<file path="config.mk">
export PLATFORM = sky130hd
export DESIGN_NAME = uart_rx
export DESIGN_NICKNAME = d
export VERILOG_FILES = /design/src/rtl/uart_pkg.sv /design/src/rtl/rx_sync.sv /design/src/rtl/uart_rx.sv
export SDC_FILE = /design/constraint.sdc
export NUM_CORES = 1
export LEC_CHECK = 0
export ABC_AREA = 1
export CAP_MARGIN = 25
export CELL_PAD_IN_SITES_DETAIL_PLACEMENT = 0
export CELL_PAD_IN_SITES_GLOBAL_PLACEMENT = 2
export CORE_UTILIZATION = 34
export CTS_BUF_LIST = sky130_fd_sc_hd__clkbuf_16
export CTS_CLUSTER_DIAMETER = 200
export DETAILED_ROUTE_END_ITERATION = 12
export GPL_ROUTABILITY_DRIVEN = 0
export MAX_ROUTING_LAYER = met4
export PLACE_DENSITY = 0.88
export SLEW_MARGIN = 20
export SYNTH_ARGS = -nofsm -noshare
export SYNTH_HDL_FRONTEND = slang
export SYNTH_HIERARCHICAL = 1
export SYNTH_SLANG_ARGS = --single-unit
</file>
<file path="constraint.sdc">
create_clock -name clk -period 1.8 [get_ports clk]
set_input_delay 0.27 -clock clk [delete_from_list [all_inputs] [get_ports clk]]
set_output_delay 0.27 -clock clk [all_outputs]
set_load 0.02 [all_outputs]
</file>
<file path="src/rtl/uart_pkg.sv">
// rtl/uart_pkg.sv - shared states and constants for the uart_rx serial receiver
package uart_pkg;

    typedef enum logic [2:0] {
        IDLE,
        START,
        DATA,
        PARITY,
        STOP,
        BREAK
    } rx_state_t;

    localparam int DEFAULT_CLKS_PER_BIT = 104;
    localparam int DATA_BITS            = 8;

endpackage

</file>
<file path="src/rtl/rx_sync.sv">
// rtl/rx_sync.sv - 1-bit two-flop synchronizer with configurable reset value
module rx_sync #(
    parameter logic RESET_VAL = 1'b1
) (
    input  logic clk,
    input  logic reset,
    input  logic d,
    output logic q
);

    logic meta;

    always_ff @(posedge clk) begin
        if (reset) begin
            meta <= RESET_VAL;
            q    <= RESET_VAL;
        end else begin
            meta <= d;
            q    <= meta;
        end
    end

endmodule

</file>
<file path="src/rtl/uart_rx.sv">
// rtl/uart_rx.sv - 8N1 UART receiver; define UART_RX_PARITY_EN for an even-parity bit
module uart_rx
    import uart_pkg::*;
#(
    parameter int CLKS_PER_BIT = DEFAULT_CLKS_PER_BIT
) (
    input  logic       clk,
    input  logic       reset,
    input  logic       rx,
    output logic [7:0] data,
    output logic       ready,
    output logic       frame_err,
    output logic       parity_err
);

    localparam int HALF = CLKS_PER_BIT / 2;
    localparam int CW   = $clog2(CLKS_PER_BIT);
    localparam int IW   = $clog2(DATA_BITS);

    localparam logic [CW-1:0] HALF_LAST = CW'(HALF - 1);
    localparam logic [CW-1:0] BIT_LAST  = CW'(CLKS_PER_BIT - 1);
    localparam logic [IW-1:0] IDX_LAST  = IW'(DATA_BITS - 1);

    rx_state_t state, state_nxt;
    logic [CW-1:0] cnt, cnt_nxt;
    logic [IW-1:0] idx, idx_nxt;
    logic [7:0]    shreg, shreg_nxt;
    logic [7:0]    data_nxt;
    logic          ready_nxt, ferr_nxt;
    logic          rx_s;
    logic          half_done, bit_done;

    rx_sync #(.RESET_VAL(1'b1)) u_sync (
        .clk   (clk),
        .reset (reset),
        .d     (rx),
        .q     (rx_s)
    );

    assign half_done = (cnt == HALF_LAST);
    assign bit_done  = (cnt == BIT_LAST);

`ifdef UART_RX_PARITY_EN
    logic par_bit, par_bit_nxt, perr_nxt;
`endif

    always_ff @(posedge clk) begin
        if (reset) begin
            state     <= IDLE;
            cnt       <= '0;
            idx       <= '0;
            shreg     <= '0;
            data      <= '0;
            ready     <= 1'b0;
            frame_err <= 1'b0;
        end else begin
            state     <= state_nxt;
            cnt       <= cnt_nxt;
            idx       <= idx_nxt;
            shreg     <= shreg_nxt;
            data      <= data_nxt;
            ready     <= ready_nxt;
            frame_err <= ferr_nxt;
        end
    end

`ifdef UART_RX_PARITY_EN
    always_ff @(posedge clk) begin
        if (reset) begin
            par_bit    <= 1'b0;
            parity_err <= 1'b0;
        end else begin
            par_bit    <= par_bit_nxt;
            parity_err <= perr_nxt;
        end
    end
`else
    assign parity_err = 1'b0;
`endif

    always_comb begin
        state_nxt = state;
        cnt_nxt   = cnt + CW'(1);
        idx_nxt   = idx;
        shreg_nxt = shreg;
        data_nxt  = data;
        ready_nxt = 1'b0;
        ferr_nxt  = 1'b0;
`ifdef UART_RX_PARITY_EN
        par_bit_nxt = par_bit;
        perr_nxt    = 1'b0;
`endif
        case (state)
            IDLE: begin
                cnt_nxt = '0;
                idx_nxt = '0;
                if (!rx_s) state_nxt = START;
            end
            START: begin
                if (half_done) begin
                    cnt_nxt   = '0;
                    state_nxt = rx_s ? IDLE : DATA;
                end
            end
            DATA: begin
                if (bit_done) begin
                    cnt_nxt   = '0;
                    shreg_nxt = {rx_s, shreg[7:1]};
                    idx_nxt   = idx + IW'(1);
                    if (idx == IDX_LAST) begin
`ifdef UART_RX_PARITY_EN
                        state_nxt = PARITY;
`else
                        state_nxt = STOP;
`endif
                    end
                end
            end
`ifdef UART_RX_PARITY_EN
            PARITY: begin
                if (bit_done) begin
                    cnt_nxt     = '0;
                    par_bit_nxt = rx_s;
                    state_nxt   = STOP;
                end
            end
`endif
            STOP: begin
                if (bit_done) begin
                    cnt_nxt = '0;
                    if (rx_s) begin
                        data_nxt  = shreg;
                        ready_nxt = 1'b1;
`ifdef UART_RX_PARITY_EN
                        perr_nxt  = (^shreg) != par_bit;
`endif
                        state_nxt = IDLE;
                    end else begin
                        // Bad stop bit: keep last good byte and wait out the low line
                        ferr_nxt  = 1'b1;
                        state_nxt = BREAK;
                    end
                end
            end
            BREAK: begin
                cnt_nxt = '0;
                if (rx_s) state_nxt = IDLE;
            end
            default: begin
                cnt_nxt   = '0;
                state_nxt = IDLE;
            end
        endcase
    end

endmodule

</file>
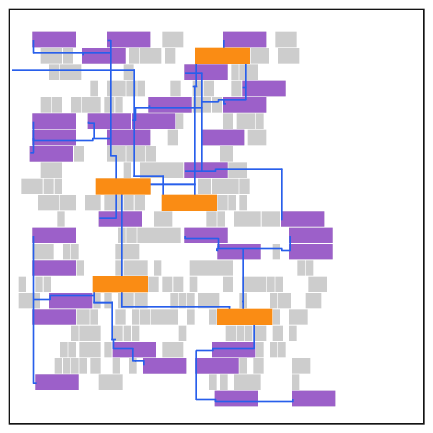
Figure 1: clock network drawn from the DEF.
(6 px per µm)
[blue] clock wires | length: 429 µm
[purple] flip-flops | count: 33
[orange] cells driving clock nets | count: 5
routed clock nets	6

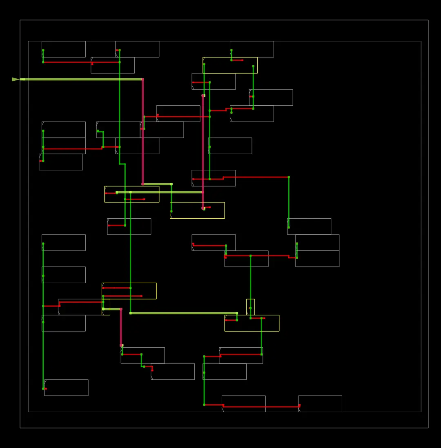
Figure 2: clock routing.
clk sinks: 33
power in the clock group: 768 µW
TritonCTS buffer count: 5

==> flow.log <==
[metrics] run summary
INFO  metric outcome = complete, no violations
INFO  metric powerSeq = 792 µW
INFO  metric openroad.warnings = 26
INFO  metric detail_route.iter0.violations = 24
INFO  metric critical_path_buf_inv_count = 0
INFO  metric routed.top_layer = met4
INFO  metric final.setup_skew = 0.00211 ns
INFO  metric router_iterations_before_antenna_repair = 4
INFO  metric routed_length_on_met1 = 1200 µm
INFO  metric whs_path_depth = 2
INFO  metric timing.critical_path.slowest_stage_cell = sky130_fd_sc_hd__dfxtp_1
INFO  metric cts_tree = done
INFO  metric edf_count = 0
INFO  metric die_width = 68.8 µm
INFO  metric aoi_share = 16.6%
INFO  metric grt_busiest_layer = met2
INFO  metric cts.root.buffer_cell = sky130_fd_sc_hd__clkbuf_16
INFO  metric accumulated_negative_setup_slack = 0 ns
INFO  metric cap_viol_max_count = 0
INFO  metric first_global_vias = 1127
INFO  metric power_frac_comb = 22.7%
INFO  metric count_of_non_cts_inverters_in_the_layout = 24
INFO  metric mostFrequentLayoutCells = sky130_fd_sc_hd__dfxtp_1 (33), sky130_fd_sc_hd__inv_1 (23), sky130_fd_sc_hd__nand2_1 (21)
INFO  metric timing.final.setup_violations = 0
INFO  metric cpPeakStageDelay = 0.34 ns
INFO  metric fp_util = 36.7%
INFO  metric maximum_number_of_pins_on_one_net_before_global_route_repair = 21
INFO  metric synthesis.yosys.warnings = 6
INFO  metric clock_tree_area_fraction = 7.45%
Power and IR drop assume default switching activity.
